$ cat src/rtl/ex_muldiv_unit.sv
// Iterative multiply/divide unit for the EX stage.
// Shift-add multiply and restoring divide, one iteration per clock.
// Owns HI/LO; stall freezes ID/EX while an operation is in flight.
//
// Handshake: an op is accepted only when start=1 and the unit is idle
// (stall=0); any start seen while stall=1 is dropped. Completion of
// MULT/DIV is flagged by a single-cycle done pulse, in the cycle in which
// hi/lo first show the new result.
module ex_muldiv_unit #(
  parameter int WIDTH = 32
) (
  input  logic             clock,
  input  logic             reset,
  input  logic             start,
  input  logic [2:0]       md_control,
  input  logic [WIDTH-1:0] a,
  input  logic [WIDTH-1:0] b,
  output logic             stall,
  output logic             done,
  output logic [WIDTH-1:0] hi,
  output logic [WIDTH-1:0] lo
);

  localparam int CW = $clog2(WIDTH + 1);

  typedef enum logic [1:0] {
    IDLE = 2'd0,
    ITER = 2'd1,
    FIX  = 2'd2
  } state_t;

  state_t state, state_next;

  logic [CW-1:0]    count;
  logic [WIDTH-1:0] operand;   // multiplicand (mul) or divisor (div) magnitude
  logic [WIDTH-1:0] acc_hi;    // product upper half / partial remainder
  logic [WIDTH-1:0] acc_lo;    // multiplier bits / dividend then quotient bits
  logic             op_div;
  logic             a_sign;
  logic             b_sign;

  // Request decode
  logic             req_md;
  logic             req_div;
  logic             req_signed;
  logic [WIDTH-1:0] abs_a;
  logic [WIDTH-1:0] abs_b;

  assign req_md     = start && (md_control >= 3'd1) && (md_control <= 3'd4);
  assign req_div    = (md_control == 3'd3) || (md_control == 3'd4);
  assign req_signed = (md_control == 3'd1) || (md_control == 3'd3);
  assign abs_a      = (req_signed && a[WIDTH-1]) ? (~a + 1'b1) : a;
  assign abs_b      = (req_signed && b[WIDTH-1]) ? (~b + 1'b1) : b;

  // Iteration step datapath
  logic [WIDTH:0]   mul_sum;
  logic [WIDTH:0]   div_shift;
  logic [WIDTH:0]   div_diff;
  logic             div_ok;

  // Combinational step arithmetic shared by the ITER state
  always_comb begin
    mul_sum   = {1'b0, acc_hi} + (acc_lo[0] ? {1'b0, operand} : {(WIDTH+1){1'b0}});
    div_shift = {acc_hi, acc_lo[WIDTH-1]};
    div_diff  = div_shift - {1'b0, operand};
    div_ok    = ~div_diff[WIDTH];
  end

  // Sign correction applied in FIX
  logic [2*WIDTH-1:0] prod_mag;
  logic [2*WIDTH-1:0] prod_fix;
  logic [WIDTH-1:0]   quot_fix;
  logic [WIDTH-1:0]   rem_fix;
  logic [WIDTH-1:0]   res_hi;
  logic [WIDTH-1:0]   res_lo;

  // Final result formation; divide by zero forces an all-ones quotient,
  // while the remainder naturally equals the dividend.
  always_comb begin
    prod_mag = {acc_hi, acc_lo};
    prod_fix = (a_sign ^ b_sign) ? (~prod_mag + 1'b1) : prod_mag;
    quot_fix = (a_sign ^ b_sign) ? (~acc_lo + 1'b1) : acc_lo;
    rem_fix  = a_sign ? (~acc_hi + 1'b1) : acc_hi;
    if (operand == '0) begin
      quot_fix = '1;
    end
    if (op_div) begin
      res_hi = rem_fix;
      res_lo = quot_fix;
    end else begin
      res_hi = prod_fix[2*WIDTH-1:WIDTH];
      res_lo = prod_fix[WIDTH-1:0];
    end
  end

  // State register
  always_ff @(posedge clock or posedge reset) begin
    if (reset) begin
      state <= IDLE;
    end else begin
      state <= state_next;
    end
  end

  // Next-state logic
  always_comb begin
    state_next = state;
    case (state)
      IDLE:    if (req_md) state_next = ITER;
      ITER:    if (count == CW'(WIDTH - 1)) state_next = FIX;
      FIX:     state_next = IDLE;
      default: state_next = IDLE;
    endcase
  end

  // Output logic: busy whenever an operation is in flight
  always_comb begin
    stall = (state != IDLE);
  end

  // Operand capture and per-cycle iteration registers
  always_ff @(posedge clock or posedge reset) begin
    if (reset) begin
      count   <= '0;
      operand <= '0;
      acc_hi  <= '0;
      acc_lo  <= '0;
      op_div  <= 1'b0;
      a_sign  <= 1'b0;
      b_sign  <= 1'b0;
    end else begin
      case (state)
        IDLE: begin
          if (req_md) begin
            count   <= '0;
            operand <= req_div ? abs_b : abs_a;
            acc_hi  <= '0;
            acc_lo  <= req_div ? abs_a : abs_b;
            op_div  <= req_div;
            a_sign  <= req_signed & a[WIDTH-1];
            b_sign  <= req_signed & b[WIDTH-1];
          end
        end
        ITER: begin
          count <= count + CW'(1);
          if (op_div) begin
            acc_hi <= div_ok ? div_diff[WIDTH-1:0] : div_shift[WIDTH-1:0];
            acc_lo <= {acc_lo[WIDTH-2:0], div_ok};
          end else begin
            acc_hi <= mul_sum[WIDTH:1];
            acc_lo <= {mul_sum[0], acc_lo[WIDTH-1:1]};
          end
        end
        default: count <= '0;
      endcase
    end
  end

  // HI/LO registers: direct moves when idle, results written from FIX
  always_ff @(posedge clock or posedge reset) begin
    if (reset) begin
      hi <= '0;
      lo <= '0;
    end else if (state == FIX) begin
      hi <= res_hi;
      lo <= res_lo;
    end else if (state == IDLE && start) begin
      if (md_control == 3'd5) hi <= a;
      if (md_control == 3'd6) lo <= a;
    end
  end

  // Completion pulse, high for the cycle after FIX
  always_ff @(posedge clock or posedge reset) begin
    if (reset) begin
      done <= 1'b0;
    end else begin
      done <= (state == FIX);
    end
  end

endmodule

$ cat config.mk
export PLATFORM = sky130hd
export DESIGN_NAME = ex_muldiv_unit
export DESIGN_NICKNAME = d
export VERILOG_FILES = /design/src/rtl/ex_muldiv_unit.sv
export SDC_FILE = /design/constraint.sdc
export NUM_CORES = 1
export LEC_CHECK = 0
export CAP_MARGIN = 20
export CORE_MARGIN = 2
export CORE_UTILIZATION = 35
export CTS_CLUSTER_SIZE = 24
export DETAILED_ROUTE_END_ITERATION = 7
export GPL_ROUTABILITY_DRIVEN = 0
export PLACE_DENSITY_LB_ADDON = 0.1
export SYNTH_ARGS = -nofsm -noshare
export SYNTH_HDL_FRONTEND = slang
export SYNTH_SLANG_ARGS = --single-unit
$ cat constraint.sdc
create_clock -name clock -period 12.2 [get_ports clock]
set_clock_uncertainty 0.15 [all_clocks]
set_input_delay 2.44 -clock clock [delete_from_list [all_inputs] [get_ports clock]]
set_output_delay 2.44 -clock clock [all_outputs]
set_load 0.1 [all_outputs]
run_1/cell_classes.png
Bar = 50 um.
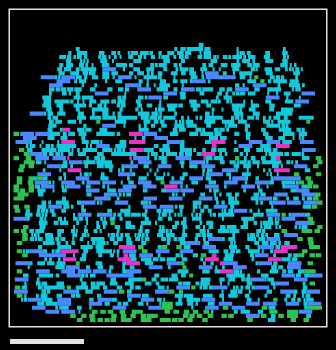
Key: flops = blue [cells 172, share of their area 25%]; other buffers and delay cells = green [cells 155, share of their area 9.0%]; clock drivers and dummy loads = magenta [cells 31, share of their area 3.5%]; all other logic = cyan [cells 1619, share of their area 62%]

run_1/final_congestion.png
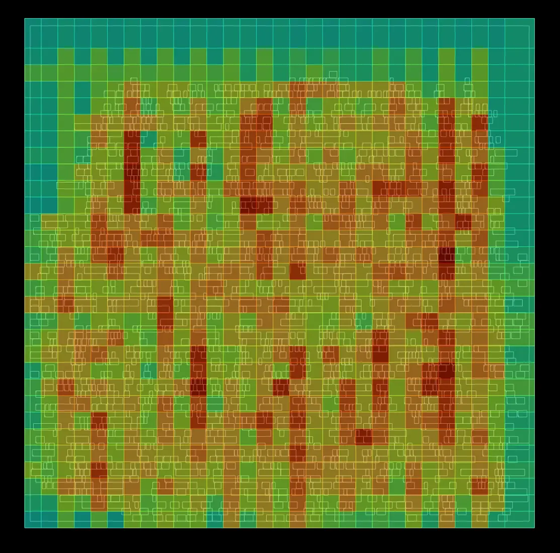
WL per Instance: 21.2 um
GR Util met3: 0.0318
Util after Layout: 0.411
combined global-route utilization of all metal layers: 0.244
GR Layer Usage met2: 0.399

==> out/notes.md, run 1 <==
The number of register bits inferred by synthesis works out to 172. Once iteration 0 of detailed routing completed, the report listed 1132 DRC markers. With the number of nets in the layout at 2106, the sum of negative setup slack is 0 ps.

The flow ran to the end, and the final reports show no timing, DRC or antenna violations. Setup repair after global routing left no endpoint under its margin. The logic share of the area is 0.580, and the area fraction in and, or, nand and nor cells after synthesis is 0.191. The worst setup path is captured at a flip-flop. The proportion of synthesized area in mux cells came out at 0.0713. Deepest clock path buffer count: 2.

The via count normalized by instance count was 5.74. The overall power after layout came out at 5.53 mW. Nets still carrying antenna violations after routing amount to 0.

The net count after synthesis is 2048. Leading cell type in the layout, fill and taps excluded: sky130_fd_sc_hd__nor2_1. The main area contributors are sky130_fd_sc_hd__dfrtp_1 (28%), sky130_fd_sc_hd__mux2i_1 (6.9%), sky130_fd_sc_hd__ha_1 (5.7%).

In this run, synthesis inferred 0 flip-flops with an integrated enable. The cell type with the highest aggregate area in the netlist was sky130_fd_sc_hd__dfrtp_1. Per the summary, power density relative to cell area is 313 mW/mm^2. The first global-routing pass estimated 84400 um of wire.

The share of the synthesized area in the top cell type works out to 0.283. In the final report, the number of pins over their slew limit comes to 0. The layout report lists the multi-input gate area as 0.0102 sq mm. The number of buffers and inverters on the critical path was 1. The fraction of met1 tracks used by global routing is 0.344, and the warning count from the yosys run is 0. With the HPWL after detailed placement at 40700 um, the setup slack of the worst register-to-register path is 7740 ps. The flop share of the area is 0.244, and the number of buffers created by CTS is 17. The final timing report counts setup violations totalling 0. Looking at the area split, the leading class of cells is combinational gates. The maximum frequency from static timing analysis was 189 MHz; the final instance count without filler cells was 2562. In this run the critical register-to-register path is launched from acc_lo[31]. The cell depth of the worst min-delay path came out at 2.
run_1/wire_density.png
Bar = 50 um. The die is cut into 21 by 21 equal tiles; dark blue is low, red is high, scaled to the fullest tile. Values are wire area over tile area, all layers added.
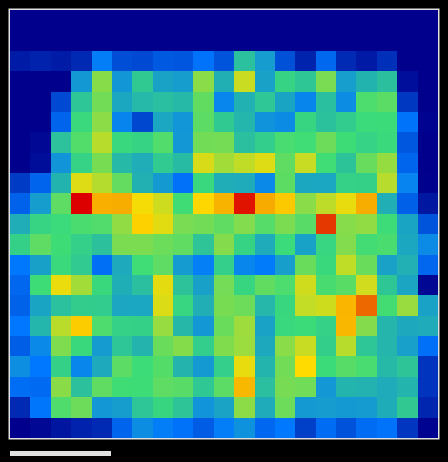
The emptiest ninth of the die: top left. The fullest tile reaches 0.50. The densest ninth of the die: middle. 14% of the tiles are nearly empty. The mean over all tiles is 0.19.
DRT Wirelength: 54400 um
routed vias: 14700

-- run 1: cell families (layout without fill, tap and decap cells) --
family,Yosys count,after routing
AND/OR/NAND/NOR,606,606
AND-OR/OR-AND,600,600
buffers and inverters,185,255
flip-flops,172,172
XOR/XNOR,165,165
multiplexers,108,108
adder cells (fa/ha/maj),71,71
-- run 1: report_power, final --
group	leakage [nW]	switching [mW]	internal, mW	total [mW]
Sequential	2.09	0.401	0.827	1.23
Clock	0.277	0.260	0.328	0.588
Combinational	5.02	2.37	1.34	3.71
-- run 1: registers in the layout, indices dropped and copies added, names as in the netlist --
register	flops
done	1
acc_lo	32
hi	32
lo	32
a_sign	1
operand	32
count	6
b_sign	1
op_div	1
acc_hi	32
state	2
--- run 2 (diff from run 1) ---
Clock period 12.2 ns to 5.45 ns, I/O delays scaled along.
run_2/wire_density.png
Bar = 50 um. The die is cut into 21 by 21 equal tiles; dark blue is low, red is high, scaled to the fullest tile. Values are wire area over tile area, all layers added.
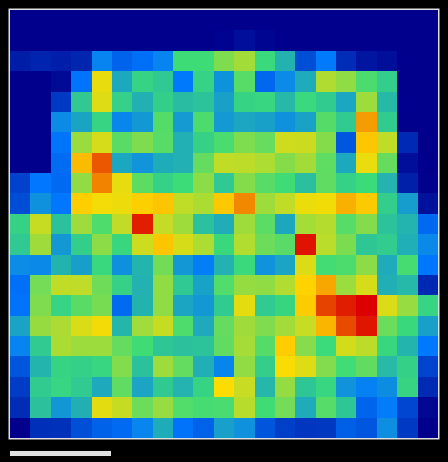
15% of the tiles are nearly empty. The mean over all tiles is 0.19. The emptiest ninth of the die: top left.
combined global-route utilization of all metal layers: 0.246
routed vias: 14721
DRT Wirelength: 54900 um
WL per Instance: 21.3 um

run_2/final_congestion.png
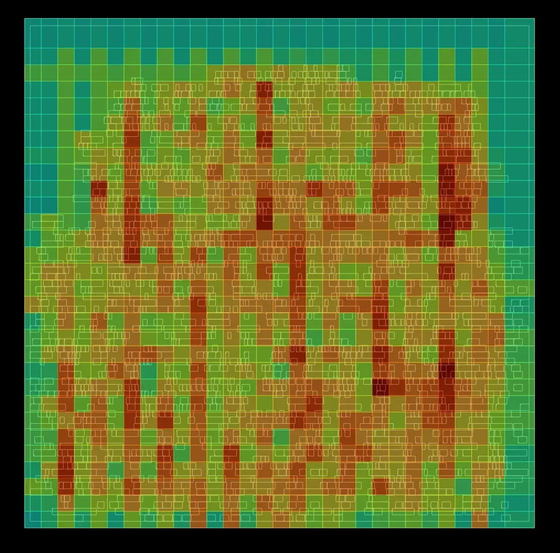
Util after Layout: 0.412
peak-usage layer in the global routing report: met2
GR Layer Usage met2: 0.405
GR Util met3: 0.0349

run_2/clock_map.png
Bar = 50 um.
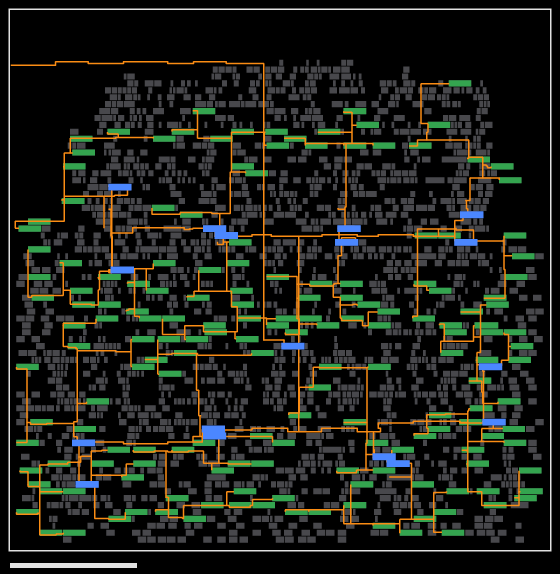
Key: clock wires = orange [length 2990 um]; cells driving clock nets = blue [count 17]; flip-flops = green [count 172]
There are 18 routed clock nets. Position of the flops: widely spread.
Insertion Delay late pin: 470 ps
Clk. pwr: 1.28 mW
clock power share: 0.103

==> out/notes.md, run 2 <==
The run finished with clean final reports. The warning count from the yosys run is 0 (unchanged). Setup repair after global routing left no endpoint under its margin. The run gives 0 (unchanged) as the final count of pins violating max slew. For the max-slew headroom at the worst pin, the log shows 0.233 (was 0.252). The run gives 0 ps (unchanged) as the sum of negative setup slack. Total of endpoints with negative setup slack in the final report: 0 (unchanged). The logs give 0.342 (was 0.344) for the fraction of met1 tracks used by global routing and 22 (unchanged) for the count of clock-net buffers in the final layout.

With the area fraction of clock buffers and clock inverters at 0.0327 (was 0.0336), the area figure in the yosys stat output is 0.0152 sq mm (unchanged). Group drawing the most power: combinational logic (unchanged). The logic share of the area was 0.578 (was 0.580); the switching share of total power was 0.550 (was 0.549). The relative contribution of combinational cells to total power is 0.676 (was 0.671), and the synthesized netlist net count is 2048 (unchanged). Highest-count cells in the layout ignoring fill and taps: sky130_fd_sc_hd__nor2_1 (191), sky130_fd_sc_hd__nand2_1 (186), sky130_fd_sc_hd__dfrtp_1 (171) (unchanged).

The cell type with the highest aggregate area in the netlist is sky130_fd_sc_hd__dfrtp_1 (unchanged). The maximum cell stage delay along the critical path was 650 ps (was 510 ps). Synth area leaders: sky130_fd_sc_hd__dfrtp_1 (28%), sky130_fd_sc_hd__mux2i_1 (6.9%), sky130_fd_sc_hd__ha_1 (5.7%) (unchanged). The startpoint of the lowest-slack register-to-register path was acc_lo[31] (unchanged). For the number of core rows, the log shows 76 (unchanged). For the number of iterations in the first detailed-routing pass, the log shows 7 (was 5). Endpoint kind of the worst setup timing path: a flip-flop (unchanged). Area of the core region: 0.0430 sq mm (unchanged).

With the die area at 0.0452 sq mm (unchanged), the setup slack of the worst register-to-register path is 1080 ps (was 7740 ps). The count of plain and timing-repair buffers works out to 166 (was 155). The dominant register cell was sky130_fd_sc_hd__dfrtp_1 (unchanged). The run gives 0.354 (unchanged) as the floorplan utilization. With the post-cts sizing count at 0 (unchanged), the fraction of final layout cells with drive strength greater than 1 is 0.0513 (was 0.0445).

The run gives 85100 um (was 84400 um) as the global-route wire length before repair. The I/O pin total was 136 (unchanged). Clock-pin slew reported for the worst setup and hold paths after clock tree synthesis: 70 ps (about the same). Cell class with the largest area share: combinational gates (unchanged). The number of register bits inferred by synthesis came out at 172 (unchanged). The source of the worst hold timing path is count[5] (was operand[19]). For the number of violations reported at the end of detailed-routing iteration 0, the log shows 1127 (was 1132).

The run gives 6.83 mW (was 3.03 mW) for the net switching power figure. The wire length on met2 was 25600 um (was 25200 um). The highest metal layer used by the detailed router is met4 (unchanged). The deepest clock path buffer count was 2 (unchanged).

The height of the die was 212 um (unchanged); the overall power after layout was 12.4 mW (was 5.53 mW). The number of hold violations in the final report is 0 (unchanged), and the cell area after placement is 0.0171 sq mm (was 0.0170 sq mm). The area of the multi-input gates was 0.0102 sq mm (unchanged); the power density over the cells was 700 mW/mm^2 (was 313 mW/mm^2).

The top cell type by instance count after synthesis was sky130_fd_sc_hd__nor2_1 (unchanged). For the number of filler instances in the final layout, the log shows 4427 (was 4455). The area growth from synthesis to final layout is 16.5% (was 16.1%). The final routed DRC violation total came out at 0 (unchanged). Cell at the slowest stage of the critical path: sky130_fd_sc_hd__xor2_4 (was sky130_fd_sc_hd__clkdlybuf4s50_1). The tools report the internal power contribution as 5.58 mW (was 2.49 mW). TritonCTS built the clock tree. The flop share of the area came out at 0.243 (was 0.244). For the number of sinks on the clock net, the log shows 172 (unchanged). Worst reg2reg path endpoint: acc_hi[9] (was acc_hi[0]). The HPWL after detailed placement was 41300 um (was 40700 um); the share of synthesized area occupied by flip-flops and latches was 0.283 (unchanged). The tally of max-capacitance violations was 0 (unchanged); the number of nets in the layout was 2117 (was 2106).

The run gives 0.700 mV (was 0.277 mV) as the worst IR drop on VDD. The power dissipated in combinational cells is 8.39 mW (was 3.71 mW), and the via count normalized by instance count is 5.72 (was 5.74). Transition at the pin with the smallest max-transition slack: 1140 ps (was 1120 ps). The leading cell type in the layout, fill and taps excluded is sky130_fd_sc_hd__nor2_1 (unchanged). The logs give 585 (unchanged) for the inserted tap cell count and 17 (unchanged) for the number of buffers created by CTS. The number of buffers added on ports was 135 (unchanged). The count of library flops with an enable pin was 0 (unchanged). The clock tree root buffer cell was sky130_fd_sc_hd__clkbuf_16 (unchanged).

The post-synthesis instance total was 1907 (unchanged); the power share of the sequential group was 0.221 (was 0.222). The type of the worst min-delay path is flip-flop to flip-flop (unchanged). With the non-clock inverter total of the final layout at 69 (unchanged), the final instance count without filler cells is 2574 (was 2562).

The flip-flop and latch power came out at 2.74 mW (was 1.23 mW). Type of element launching the critical path: a flip-flop (was an input pin). The maximum frequency from static timing analysis is 229 MHz. With the final worst hold slack at 338 ps (was 346 ps), the post-detailed-route count of antenna-violating nets is 0 (unchanged). The cell depth of the worst min-delay path is 1 (was 2). The share of the synthesized area in the top cell type came out at 0.283 (unchanged). Worst setup path category: flip-flop to flip-flop (was input pin to flip-flop). The fraction of the cycle the final worst path needs came out at 0.802.
## run 2: cell counts after synthesis
No cell type changed its count.
## run 2: cell families (layout without fill, tap and decap cells)
kind of cell             count (synthesis)  in the layout  share of synthesized area
adder cells (fa/ha/maj)                 71             71                     0.0594
flip-flops                             172            172                      0.283
AND/OR/NAND/NOR                        606            606                      0.191
buffers and inverters                  185            267                     0.0474
XOR/XNOR                               165            165                     0.0962
AND-OR/OR-AND                          600            600                      0.252
multiplexers                           108            108                     0.0713
## run 2: worst max-delay path: cells and delay by family (launching register included)
family                     cells  cell delay, ps
DFF                            1             390
AOI/OAI and AO/OA              6            1480
adders and majority gates      2             660
and+or+nand+nor                1             180
xor gates and xnor gates       1             650
muxes                          1             200
buffers and inverters          2             470
--- run 3 (diff from run 2) ---
Clock period 5.45 ns to 4.3 ns, I/O delays scaled along.
run_3/cell_classes.png
Bar = 50 um.
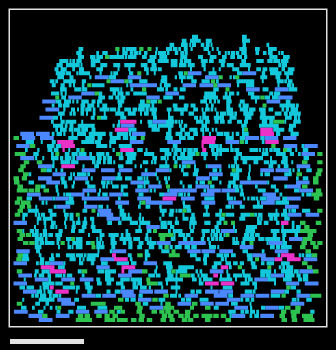
Key: other buffers and delay cells = green [cells 212, share of their area 12%]; clock drivers and dummy loads = magenta [cells 32, share of their area 3.6%]; all other logic = cyan [cells 1619, share of their area 60%]; flops = blue [cells 172, share of their area 25%]
proportion of cell area occupied by registers: 0.237
placeable core area: 0.0430 sq mm

run_3/wire_density.png
Bar = 50 um. The die is cut into 21 by 21 equal tiles; dark blue is low, red is high, scaled to the fullest tile. Values are wire area over tile area, all layers added.
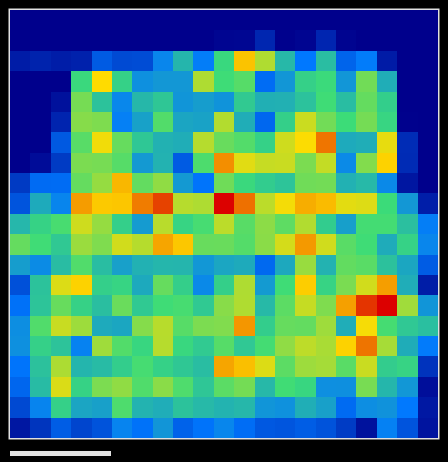
The emptiest ninth of the die: top left. The densest ninth of the die: middle. The mean over all tiles is 0.19. 37% of the tiles are over half the peak.

run_3/clock_map.png
Bar = 50 um.
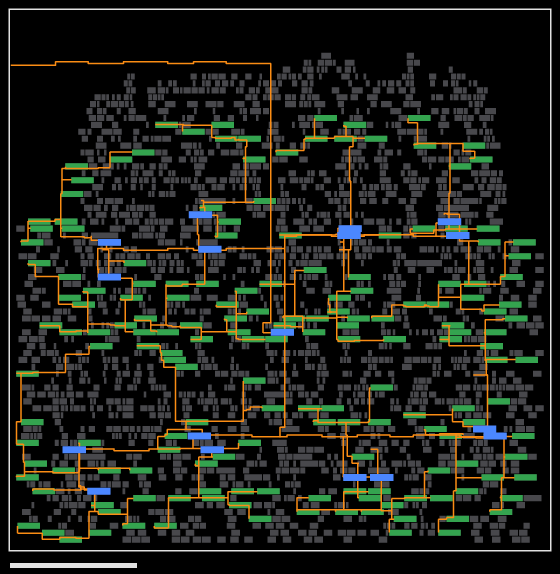
Key: cells driving clock nets = blue [count 17]; clock wires = orange [length 2870 um]; flip-flops = green [count 172]
There are 18 routed clock nets. Position of the flops: widely spread.
Clk. pwr: 1.70 mW
clock power share: 0.106

==> out/notes.md, run 3 <==
The run gives 16.1 mW (was 12.4 mW) for the overall power after layout. The area fraction in and, or, nand and nor cells after synthesis came out at 0.191 (unchanged). The synthesized netlist net count was 2048 (unchanged); the cell area after placement was 0.0175 sq mm (was 0.0171 sq mm).

The run gives 0.423 (was 0.412) as the fraction of the core area covered by cells at the end of the flow. The post-synthesis instance total was 1907 (unchanged). The number of hold violations in the final report was 0 (unchanged). The tools report the number of violations reported at the end of detailed-routing iteration 0 as 1041 (was 1127).

The via count normalized by instance count works out to 5.70 (was 5.72). For the deepest clock path buffer count, the log shows 2 (unchanged). The group drawing the most power is combinational logic (unchanged). The source of the worst hold timing path is count[5] (unchanged). The sum of negative setup slack is 0 ps (unchanged), and the overall via count from detail_route is 14921 (was 14721). The post-cts sizing count is 0 (unchanged). For the worst IR drop on VDD, the log shows 0.740 mV (was 0.700 mV). For the floorplan utilization, the log shows 0.354 (unchanged).

TritonCTS built the clock tree. For the tally of max-capacitance violations, the log shows 0 (unchanged). The maximum cell stage delay along the critical path was 500 ps (was 650 ps); the height of the die was 212 um (unchanged). For the global-route wire length before repair, the log shows 85600 um (was 85100 um). The tools report the number of buffers created by CTS as 17 (unchanged). The type of element launching the critical path was a flip-flop (unchanged). The run gives 7.35 mW (was 5.58 mW) as the internal power contribution. The run gives 8.72 mW (was 6.83 mW) as the net switching power figure.

Highest-count cells in the layout ignoring fill and taps: sky130_fd_sc_hd__nor2_1 (191), sky130_fd_sc_hd__nand2_1 (186), sky130_fd_sc_hd__dfrtp_1 (171) (unchanged). With the power density over the cells at 884 mW/mm^2 (was 700 mW/mm^2), the warning count from the yosys run is 0 (unchanged). Dominant register cell: sky130_fd_sc_hd__dfrtp_1 (unchanged). Worst reg2reg path endpoint: acc_hi[24] (was acc_hi[9]). The tools report the total of endpoints with negative setup slack in the final report as 0 (unchanged). The relative contribution of combinational cells to total power came out at 0.687 (was 0.676). The run gives 0.283 (unchanged) as the share of synthesized area occupied by flip-flops and latches. The number of sinks on the clock net is 172 (unchanged). The post-detailed-route count of antenna-violating nets came out at 0 (unchanged). The I/O pin total was 136 (unchanged). The number of iterations in the first detailed-routing pass came out at 5 (was 7).

The proportion of synthesized area in mux cells is 0.0713 (unchanged). The type of the worst min-delay path is flip-flop to flip-flop (unchanged). Fraction of the cycle the final worst path needs: 0.905 (was 0.802).

Number of buffers added on ports: 135 (unchanged). The run gives 172 (unchanged) for the number of register bits inferred by synthesis. Busiest metal layer after global routing: met2 (unchanged).

Clock tree root buffer cell: sky130_fd_sc_hd__clkbuf_16 (unchanged). Setup repair after global routing left no endpoint under its margin. Count of library flops with an enable pin: 0 (unchanged). The leading cell type in the layout, fill and taps excluded was sky130_fd_sc_hd__nor2_1 (unchanged).

The run gives 0.0452 sq mm (unchanged) for the die area. The run finished with clean final reports. With the met3 track demand over resource in global routing at 0.0378 (was 0.0349), the area figure in the yosys stat output is 0.0152 sq mm (unchanged).

Largest delay contributor family on the critical path: AND-OR/OR-AND gates (unchanged). The tools report the final count of pins violating max slew as 0 (unchanged). With the final routed DRC violation total at 0 (unchanged), the area growth from synthesis to final layout is 19.4% (was 16.5%). The run gives 21.2 um (was 21.3 um) for the routed length per instance.

The flip-flop and latch power was 3.33 mW (was 2.74 mW); the transition at the pin with the smallest max-transition slack was 1080 ps (was 1140 ps). The cell depth of the worst min-delay path was 1 (unchanged). Worst setup path category: flip-flop to flip-flop (unchanged).
[run 3: layout make-up]
type / count / area, sq um
inverters: 69 / 263
clock buffers: 23 / 488
clock inverters: 9 / 135
repair buffers: 212 / 2010
flip-flops and latches: 172 / 4310
multi-input cells: 1550 / 10200
fillers: 4431 / 24800
well taps: 585 / 732
[run 3: worst max-delay path by stage]
stage,end,slack [ps],depth (start not counted)
after global routing,acc_hi[24],70,14
final,acc_hi[24],410,14
after global placement,acc_lo[30],300,10
after detailed placement,acc_lo[30],260,10
after floorplan,acc_hi[24],960,13
after CTS,acc_hi[24],410,14
[run 3: routing by layer]
metal,up-vias,part of all wire
li1,7167,-
met1,7271,0.47
met2,425,0.47
met3,58,0.050
met4,0,0.018
met5,-,0
Power figures rest on the tool's default switching activity, not on a simulated workload.
